==> src/rtl/instr_prefetch_queue_if.sv <==
// ============================================================================
// instr_prefetch_queue_if : fetch-side bus (memory req/ack + IF/ID valid/ready)
// Rev 1.0
// ============================================================================
`default_nettype none

interface instr_prefetch_queue_if;
  logic        start_i;
  logic        redirect_i;
  logic [31:0] redirect_pc_i;
  logic        mem_req_o;
  logic [31:0] mem_addr_o;
  logic        mem_ack_i;
  logic [31:0] mem_data_i;
  logic        instr_valid_o;
  logic [31:0] instr_o;
  logic [31:0] pc_o;
  logic        instr_ready_i;

  modport master (
    input  start_i, redirect_i, redirect_pc_i, mem_ack_i, mem_data_i, instr_ready_i,
    output mem_req_o, mem_addr_o, instr_valid_o, instr_o, pc_o
  );

  modport slave (
    output start_i, redirect_i, redirect_pc_i, mem_ack_i, mem_data_i, instr_ready_i,
    input  mem_req_o, mem_addr_o, instr_valid_o, instr_o, pc_o
  );
endinterface

`default_nettype wire

==> src/rtl/instr_prefetch_queue.sv <==
// ============================================================================
// instr_prefetch_queue : sequential fetcher + {pc,instr} FIFO with redirect flush
// Optional PREFETCH_STATS_EN adds discard/stall counters.          Rev 1.0
// ============================================================================
`default_nettype none

module instr_prefetch_queue #(
  parameter int unsigned DEPTH    = 4,
  parameter logic [31:0] RESET_PC = 32'h0000_0000
) (
  input  wire                    clk_i,
  input  wire                    rst_i,
  instr_prefetch_queue_if.master bus
`ifdef PREFETCH_STATS_EN
  ,
  output logic [15:0]            discard_cnt_o,
  output logic [15:0]            stall_cnt_o
`endif
);

  localparam int unsigned AW         = $clog2(DEPTH);
  localparam logic [AW:0] FULL_COUNT = (AW+1)'(DEPTH);

  typedef enum logic [1:0] {
    IDLE  = 2'd0,
    REQ   = 2'd1,
    DRAIN = 2'd2
  } state_t;

  state_t        state, state_nx;
  logic [31:0]   fetch_pc, fetch_pc_nx;
  logic          mem_req, req_nx;
  logic [31:0]   mem_addr, addr_nx;
  logic [AW:0]   count, count_next;
  logic [AW-1:0] wr_ptr, rd_ptr;
  logic [31:0]   pc_q    [DEPTH];
  logic [31:0]   instr_q [DEPTH];

  logic          ack, push, pop, can_issue, valid;
  logic [31:0]   target;

  assign valid = (count != '0);

  always_comb begin
    ack  = mem_req & bus.mem_ack_i;
    pop  = valid & bus.instr_ready_i & ~bus.redirect_i;
    push = ack & (state == REQ) & ~bus.redirect_i;
    if (bus.redirect_i)
      count_next = '0;
    else
      count_next = count + (AW+1)'(push) - (AW+1)'(pop);
    // Space is judged after this cycle's push/pop, so a push can never find the FIFO full
    can_issue = bus.start_i & (count_next < FULL_COUNT);
    target    = bus.redirect_i ? bus.redirect_pc_i : fetch_pc;
  end

  always_comb begin
    state_nx    = state;
    req_nx      = mem_req;
    addr_nx     = mem_addr;
    fetch_pc_nx = bus.redirect_i ? bus.redirect_pc_i : fetch_pc;
    case (state)
      IDLE: begin
        if (can_issue) begin
          req_nx   = 1'b1;
          addr_nx  = target;
          state_nx = REQ;
        end
      end
      REQ: begin
        if (bus.redirect_i) begin
          if (ack) begin
            req_nx   = can_issue;
            addr_nx  = can_issue ? target : mem_addr;
            state_nx = can_issue ? REQ : IDLE;
          end else begin
            state_nx = DRAIN;
          end
        end else if (ack) begin
          fetch_pc_nx = mem_addr + 32'd4;
          req_nx      = can_issue;
          addr_nx     = can_issue ? mem_addr + 32'd4 : mem_addr;
          state_nx    = can_issue ? REQ : IDLE;
        end
      end
      DRAIN: begin
        // Stale response: drop it and restart at the newest target
        if (ack) begin
          req_nx   = can_issue;
          addr_nx  = can_issue ? target : mem_addr;
          state_nx = can_issue ? REQ : IDLE;
        end
      end
      default: begin
        req_nx   = 1'b0;
        state_nx = IDLE;
      end
    endcase
  end

  always_ff @(posedge clk_i) begin
    if (rst_i) begin
      state    <= IDLE;
      fetch_pc <= RESET_PC;
      mem_req  <= 1'b0;
      mem_addr <= RESET_PC;
      count    <= '0;
      wr_ptr   <= '0;
      rd_ptr   <= '0;
    end else begin
      state    <= state_nx;
      fetch_pc <= fetch_pc_nx;
      mem_req  <= req_nx;
      mem_addr <= addr_nx;
      count    <= count_next;
      if (bus.redirect_i) begin
        wr_ptr <= '0;
        rd_ptr <= '0;
      end else begin
        if (push) wr_ptr <= wr_ptr + AW'(1);
        if (pop)  rd_ptr <= rd_ptr + AW'(1);
      end
    end
  end

  always_ff @(posedge clk_i) begin
    if (push && !rst_i) begin
      pc_q[wr_ptr]    <= mem_addr;
      instr_q[wr_ptr] <= bus.mem_data_i;
    end
  end

  assign bus.mem_req_o     = mem_req;
  assign bus.mem_addr_o    = mem_addr;
  assign bus.instr_valid_o = valid;
  assign bus.instr_o       = valid ? instr_q[rd_ptr] : 32'h0;
  assign bus.pc_o          = valid ? pc_q[rd_ptr]    : 32'h0;

`ifdef PREFETCH_STATS_EN
  logic [15:0] discard_cnt, stall_cnt;
  logic [15:0] discard_inc;
  logic [16:0] discard_sum;

  always_comb begin
    discard_inc = '0;
    if (bus.redirect_i)
      discard_inc = 16'(count);
    if (ack && ((state == DRAIN) || ((state == REQ) && bus.redirect_i)))
      discard_inc = discard_inc + 16'd1;
    discard_sum = {1'b0, discard_cnt} + {1'b0, discard_inc};
  end

  always_ff @(posedge clk_i) begin
    if (rst_i) begin
      discard_cnt <= '0;
      stall_cnt   <= '0;
    end else begin
      discard_cnt <= discard_sum[16] ? 16'hFFFF : discard_sum[15:0];
      if (valid && !bus.instr_ready_i && (stall_cnt != 16'hFFFF))
        stall_cnt <= stall_cnt + 16'd1;
    end
  end

  assign discard_cnt_o = discard_cnt;
  assign stall_cnt_o   = stall_cnt;
`endif

endmodule

`default_nettype wire
==> src/flat_wrapper.sv <==
// flat-port wrapper written by rule: the top's interface ports become plain ports
module instr_prefetch_queue_flat 
#(
  parameter int unsigned DEPTH    = 4,
  parameter logic [31:0] RESET_PC = 32'h0000_0000
)
  (clk_i, rst_i, bus_start_i, bus_redirect_i, bus_redirect_pc_i, bus_mem_ack_i, bus_mem_data_i, bus_instr_ready_i, bus_mem_req_o, bus_mem_addr_o, bus_instr_valid_o, bus_instr_o, bus_pc_o);
  instr_prefetch_queue_if bus_i ();
  input  wire clk_i;
  input  wire rst_i;
  input wire logic [$bits(bus_i.start_i)-1:0] bus_start_i;
  input wire logic [$bits(bus_i.redirect_i)-1:0] bus_redirect_i;
  input wire logic [$bits(bus_i.redirect_pc_i)-1:0] bus_redirect_pc_i;
  input wire logic [$bits(bus_i.mem_ack_i)-1:0] bus_mem_ack_i;
  input wire logic [$bits(bus_i.mem_data_i)-1:0] bus_mem_data_i;
  input wire logic [$bits(bus_i.instr_ready_i)-1:0] bus_instr_ready_i;
  output wire logic [$bits(bus_i.mem_req_o)-1:0] bus_mem_req_o;
  output wire logic [$bits(bus_i.mem_addr_o)-1:0] bus_mem_addr_o;
  output wire logic [$bits(bus_i.instr_valid_o)-1:0] bus_instr_valid_o;
  output wire logic [$bits(bus_i.instr_o)-1:0] bus_instr_o;
  output wire logic [$bits(bus_i.pc_o)-1:0] bus_pc_o;
  assign bus_i.start_i = bus_start_i;
  assign bus_i.redirect_i = bus_redirect_i;
  assign bus_i.redirect_pc_i = bus_redirect_pc_i;
  assign bus_i.mem_ack_i = bus_mem_ack_i;
  assign bus_i.mem_data_i = bus_mem_data_i;
  assign bus_i.instr_ready_i = bus_instr_ready_i;
  assign bus_mem_req_o = bus_i.mem_req_o;
  assign bus_mem_addr_o = bus_i.mem_addr_o;
  assign bus_instr_valid_o = bus_i.instr_valid_o;
  assign bus_instr_o = bus_i.instr_o;
  assign bus_pc_o = bus_i.pc_o;
  instr_prefetch_queue #(.DEPTH(DEPTH), .RESET_PC(RESET_PC)) u_core (.clk_i(clk_i), .rst_i(rst_i), .bus(bus_i));
endmodule
==> config.mk <==
export PLATFORM = sky130hd
export DESIGN_NAME = instr_prefetch_queue_flat
export DESIGN_NICKNAME = d
export VERILOG_FILES = /design/src/rtl/instr_prefetch_queue_if.sv /design/src/rtl/instr_prefetch_queue.sv /design/src/flat_wrapper.sv
export SDC_FILE = /design/constraint.sdc
export NUM_CORES = 1
export LEC_CHECK = 0
export ABC_AREA = 1
export CORE_MARGIN = 1
export CORE_UTILIZATION = 57
export CTS_BUF_LIST = sky130_fd_sc_hd__clkbuf_8
export CTS_CLUSTER_DIAMETER = 50
export DETAILED_ROUTE_END_ITERATION = 16
export GPL_TIMING_DRIVEN = 0
export PLACE_DENSITY = 0.81
export SYNTH_ARGS = -nofsm -noshare
export SYNTH_HDL_FRONTEND = slang
export SYNTH_SLANG_ARGS = --single-unit
==> constraint.sdc <==
create_clock -name clk_i -period 11.8 [get_ports clk_i]
set_input_delay 3.54 -clock clk_i [delete_from_list [all_inputs] [get_ports clk_i]]
set_output_delay 3.54 -clock clk_i [all_outputs]
set_load 0.01 [all_outputs]
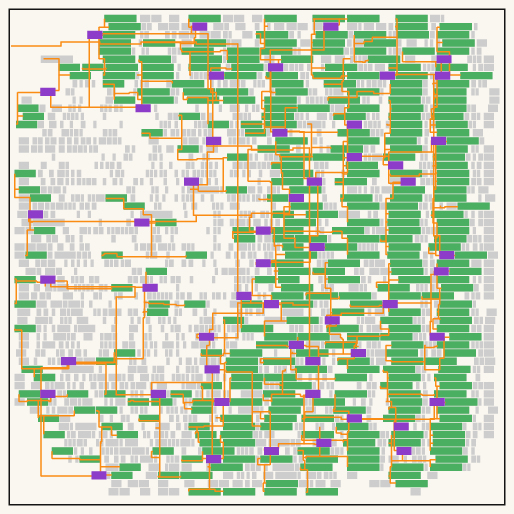
Figure 1: run 1, clock distribution.
(3 px per micron)
clock-net drivers: in purple, count 52. clock wires: in orange, length 3870 microns. flip-flops: in green, count 332.
There are 53 routed clock nets. Position of the flops: spread over the die.

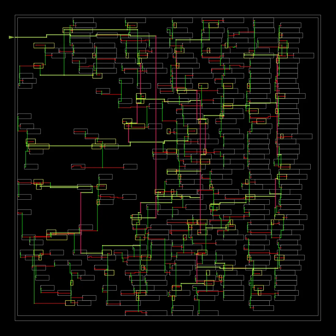
Figure 2: run 1, clock wiring as the flow saved it.
CLK BUF: 55
P_clk: 0.991 mW

==> metrics.yaml, run 1 <==
route.detailed.drc: 0
tap_cells: 335
ys_sh_aoi: 0.117
clkTransAtPathRegs_ns: 0.06
reg2reg_slack_ns: 8.46
comb_power_share: 0.101
pre_cts_slack_ns: 4.93
crit_path_start_kind: "flip-flop"
avgSynthCellArea_sq_um: 9.39
yosys_warnings: 0
crit_chain: "clkbuf_1, clkbuf_1, nor2_1, nor2_1, o21ai_0, a21oi_1, clkdlybuf4s50_1"
routed_wl_microns: 42300
syn_area_sq_um: 15100
seq_share: 0.501
power_frac_seq: 0.517
warning_count: 33
ir_worst_vdd_mv: 0.116
htreeDepth: 2
total_power_mw: 2.60
grt_max_degree: 32
hp-class: "reg2reg"
wire_per_inst_microns: 19.1
rr_worst_depth: 9
area_leaders: "edfxtp_1, dfxtp_1, nor2_1"
powerSeq_mw: 1.34
min_to: "u_core.rd_ptr[1]"
cp.depth: 7
ant_nets: 0
flop_cell: "edfxtp_1"
buf_share: 0.119
design.seq.count: 332
vias: 12500
maxCapViolCount: 0
yosysTopAreaCellShare: 0.510
grt_antenna_before_repair: 0
track_usage: 0.309
clockBufferDepth: 3
ys.flops: 332
cp.arrival_ns: 3.22
slowest_delay_ns: 0.58
io_buffers: 164
mux_share: 0.00199
status: "completed"
insertion_delay_ns: 0.59
switching_share: 0.253
fillerInstances: 1930
rsz0062_at_grt: "false"
cp-end-kind: "primary output"
post-route-min-period_ns: 6.76
use_met1: 0.408
dr_wl_met3_microns: 3500
drive_gt1_frac: 0.0768
p_comb_mw: 0.262
worstSetupEndpoint: "bus_pc_o[22]"
grt_busiest_layer: "met2"
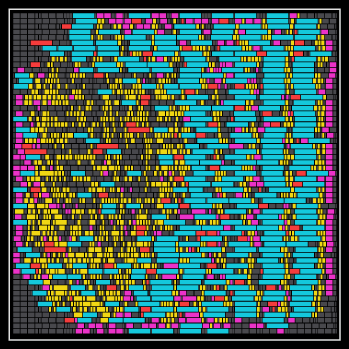
Figure 3: run 1, cell classes on the final placement.
(2 px per micron) Fill, decap, tap and diode cells in grey.
remaining logic cells: in yellow, cells 1186, share of their area 31%. remaining buffers and delay cells: in magenta, cells 261, share of their area 12%. registers: in cyan, cells 332, share of their area 51%. clock drivers and dummy loads: in red, cells 96, share of their area 5.9%.
Finished Cell Area: 18400 sq um
site row count: 59
Final Util: 0.708

==> run 1 -> run 2 <==
==> constraint.sdc (replaced) <==
create_clock -name clk_i -period 7.09 [get_ports clk_i]
set_input_delay 2.127 -clock clk_i [delete_from_list [all_inputs] [get_ports clk_i]]
set_output_delay 2.127 -clock clk_i [all_outputs]
set_load 0.01 [all_outputs]
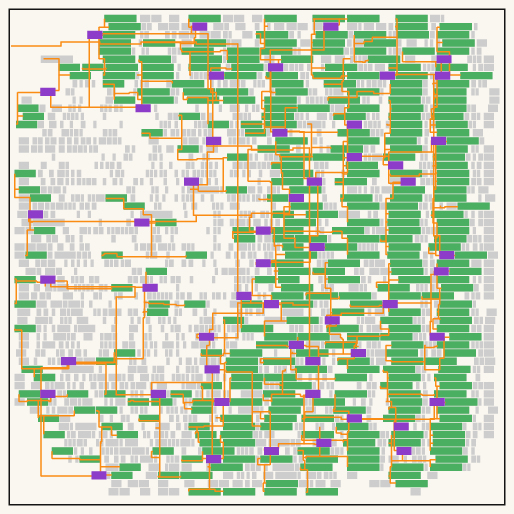
Figure 4: run 2, clock distribution.
(3 px per micron)
clock wires: in orange, length 3870 microns. clock-net drivers: in purple, count 52. flip-flops: in green, count 332.
Position of the flops: spread over the die. There are 53 routed clock nets.
P_clk: 1.65 mW
clock power share: 0.382
Clock Skew: 0.0211 ns
Insertion Delay late pin: 0.59 ns

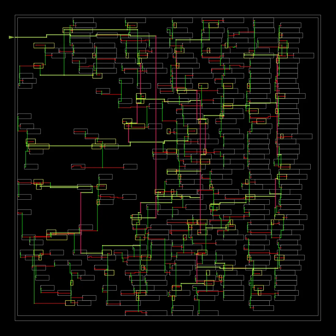
Figure 5: run 2, clock wiring as the flow saved it.
sequential cells: 332
Sink Count: 332
total CTS buffers: 52

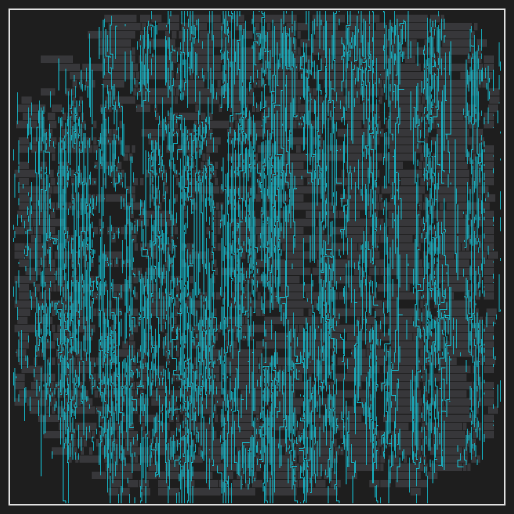
Figure 6: run 2, met2 routing.
(3 px per micron) Cells faint in the background.
The wires run mostly vertical. 1476 nets have wire on it. The layer holds 48% of the routed length. The longest straight run is 81.8 microns. The layer carries 20.2 mm of wire.
total wire length: 42300 microns
Vias: 12500
met2 GRT Util: 0.507

==> metrics.yaml, run 2 <==
status: "completed"  # unchanged
total_power_mw: 4.32  # was 2.60 mW
slowest_delay_ns: 0.58  # about the same
highest_layer: "met4"  # unchanged
switching_share: 0.253  # about the same
worstSetupEndpoint: "bus_pc_o[22]"  # unchanged
row_count: 59  # unchanged
route.detailed.drc: 0  # unchanged
finalInstanceArea_sq_um: 18400  # unchanged
ys_sh_aoi: 0.117  # unchanged
min_to: "u_core.rd_ptr[1]"  # unchanged
die_h_microns: 165  # unchanged
cp.arrival_ns: 3.22  # about the same
post-route-min-period_ns: 5.34
buf_share: 0.119  # unchanged
drt-met1-wl_microns: 17200  # unchanged
track_usage: 0.309  # unchanged
use_met1: 0.408  # unchanged
powerSeq_mw: 2.24  # was 1.34 mW
rsz0062_at_grt: "false"  # unchanged
comb_power_share: 0.101  # about the same
place_area_sq_um: 17300  # unchanged
clkTransAtPathRegs_ns: 0.06  # about the same
grt_busiest_layer: "met2"  # unchanged
warning_count: 33  # unchanged
fillerInstances: 1930  # unchanged
gr-usage-met3: 0.0482  # unchanged
path_buffers: 3  # unchanged
grt_max_degree: 32  # unchanged
maxCapViolCount: 0  # unchanged
ir_worst_vdd_mv: 0.193  # was 0.116 mV
cp.depth: 7  # unchanged
p_int_mw: 3.23  # was 1.94 mW
largest_registers: "u_core.instr_q (128), u_core.pc_q (128)"  # unchanged
hp-class: "reg2reg"  # unchanged
seq_share: 0.501  # unchanged
clockBufferCount: 55  # unchanged
reg2reg_slack_ns: 3.75  # was 8.46 ns
io_buffers: 164  # unchanged
htreeDepth: 2  # unchanged
r2r_start: "u_core.state[0]"  # unchanged
top_cells_by_count: "nor2_1, nand2_1, edfxtp_1"  # unchanged
clockBufferDepth: 3  # unchanged
rr_worst_depth: 9  # unchanged
wire_per_inst_microns: 19.1  # unchanged
antenna_cells: 0  # unchanged
maxSlewViolCount: 0  # unchanged
flop_area_sq_um: 9210  # unchanged
tap_cells: 335  # unchanged
yosysTopAreaCellShare: 0.510  # unchanged
avgSynthCellArea_sq_um: 9.39  # unchanged
syn_area_sq_um: 15100  # unchanged
power_frac_seq: 0.517  # about the same
yosys_warnings: 0  # unchanged
dr_wl_met3_microns: 3500  # unchanged
power_leader: "registers"  # unchanged
area_leaders: "edfxtp_1, dfxtp_1, nor2_1"  # unchanged
flop_cell: "edfxtp_1"  # unchanged
crit_chain: "clkbuf_1, clkbuf_1, nor2_1, nor2_1, o21ai_0, a21oi_1, clkdlybuf4s50_1"  # unchanged
xor_share: 0.00407  # unchanged
grt_antenna_before_repair: 0  # unchanged
p_comb_mw: 0.436  # was 0.262 mW
cp-end-kind: "primary output"  # unchanged
mux_share: 0.00199  # unchanged
pre_cts_slack_ns: 1.64  # was 4.93 ns
utilization: 0.708  # unchanged
ant_nets: 0  # unchanged
crit_path_start_kind: "flip-flop"  # unchanged
ys.flops: 332  # unchanged
drive_gt1_frac: 0.0768  # unchanged
==> run 2 -> run 3 <==
==> constraint.sdc (replaced) <==
create_clock -name clk_i -period 5.4 [get_ports clk_i]
set_input_delay 1.62 -clock clk_i [delete_from_list [all_inputs] [get_ports clk_i]]
set_output_delay 1.62 -clock clk_i [all_outputs]
set_load 0.01 [all_outputs]
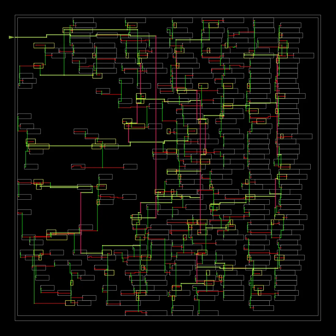
Figure 7: run 3, clock wiring as the flow saved it.
P_clk: 2.17 mW

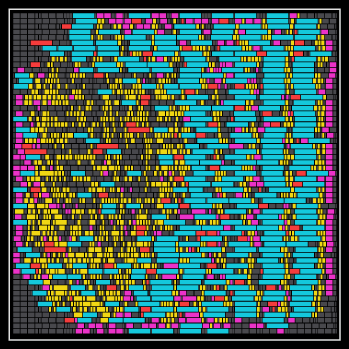
Figure 8: run 3, cell classes on the final placement.
(2 px per micron) Fill, decap, tap and diode cells in grey.
registers: in cyan, cells 332, share of their area 51%. remaining buffers and delay cells: in magenta, cells 261, share of their area 12%. remaining logic cells: in yellow, cells 1186, share of their area 31%. clock drivers and dummy loads: in red, cells 96, share of their area 5.9%.
Seq area share: 0.501
CORE AREA: 26000 sq um

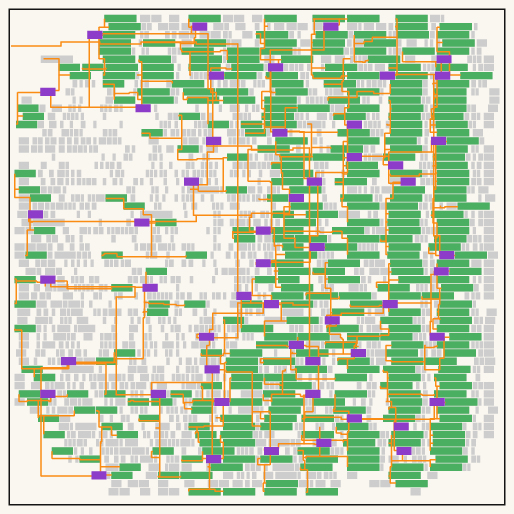
Figure 9: run 3, clock distribution.
(3 px per micron)
clock wires: in orange, length 3870 microns. clock-net drivers: in purple, count 52. flip-flops: in green, count 332.
Position of the flops: spread over the die.

==> metrics.yaml, run 3 <==
status: "completed"  # unchanged
warning_count: 34  # was 33
reg2reg_slack_ns: 2.06  # was 3.75 ns
fin_worst_skew_ns: 0.0211  # unchanged
p_int_mw: 4.24  # was 3.23 mW
routed_wl_microns: 42300  # unchanged
r2r_start: "u_core.state[0]"  # unchanged
clockBufferDepth: 3  # unchanged
gr-usage-met3: 0.0482  # unchanged
cp.arrival_ns: 3.22  # about the same
top_cells_by_count: "nor2_1, nand2_1, edfxtp_1"  # unchanged
cp.depth: 7  # unchanged
syn_area_sq_um: 15100  # unchanged
flop_cell: "edfxtp_1"  # unchanged
tap_cells: 335  # unchanged
row_count: 59  # unchanged
ys.flops: 332  # unchanged
power_frac_clock: 0.382  # about the same
top_logic_kind: "simple AND/OR/NAND/NOR gates"  # unchanged
area_leaders: "edfxtp_1, dfxtp_1, nor2_1"  # unchanged
switching_share: 0.253  # about the same
use_met1: 0.408  # unchanged
grt_antenna_before_repair: 0  # unchanged
drive_gt1_frac: 0.0768  # unchanged
maxSlewViolCount: 0  # unchanged
dr_wl_met3_microns: 3500  # unchanged
htreeDepth: 2  # unchanged
ir_worst_vdd_mv: 0.254  # was 0.193 mV
p_comb_mw: 0.572  # was 0.436 mW
finalInstanceArea_sq_um: 18400  # unchanged
drt-met1-wl_microns: 17200  # unchanged
post-route-min-period_ns: 4.84
worstSetupEndpoint: "bus_pc_o[22]"  # unchanged
fillerInstances: 1930  # unchanged
yosys_warnings: 0  # unchanged
highest_layer: "met4"  # unchanged
crit_path_start_kind: "flip-flop"  # unchanged
die_h_microns: 165  # unchanged
buf_share: 0.119  # unchanged
mux_share: 0.00199  # unchanged
xor_share: 0.00407  # unchanged
power_frac_seq: 0.517  # about the same
place_area_sq_um: 17300  # unchanged
cp-end-kind: "primary output"  # unchanged
slowest_delay_ns: 0.58  # about the same
clkTransAtPathRegs_ns: 0.06  # about the same
insertion_delay_ns: 0.59  # about the same
met2_usage: 0.507  # unchanged
yosysTopAreaCellShare: 0.510  # unchanged
cts_sinks: 332  # unchanged
design.seq.count: 332  # unchanged
min_to: "u_core.rd_ptr[1]"  # unchanged
total_power_mw: 5.67  # was 4.32 mW
path_buffers: 3  # unchanged
largest_registers: "u_core.instr_q (128), u_core.pc_q (128)"  # unchanged
powerSeq_mw: 2.93  # was 2.24 mW
comb_power_share: 0.101  # about the same
wire_per_inst_microns: 19.1  # unchanged
track_usage: 0.309  # unchanged
grt_busiest_layer: "met2"  # unchanged
route.detailed.drc: 0  # unchanged
ys_sh_aoi: 0.117  # unchanged
crit_chain: "clkbuf_1, clkbuf_1, nor2_1, nor2_1, o21ai_0, a21oi_1, clkdlybuf4s50_1"  # unchanged
flop_area_sq_um: 9210  # unchanged
No activity file was given, so power comes from the tool's default toggle rates.
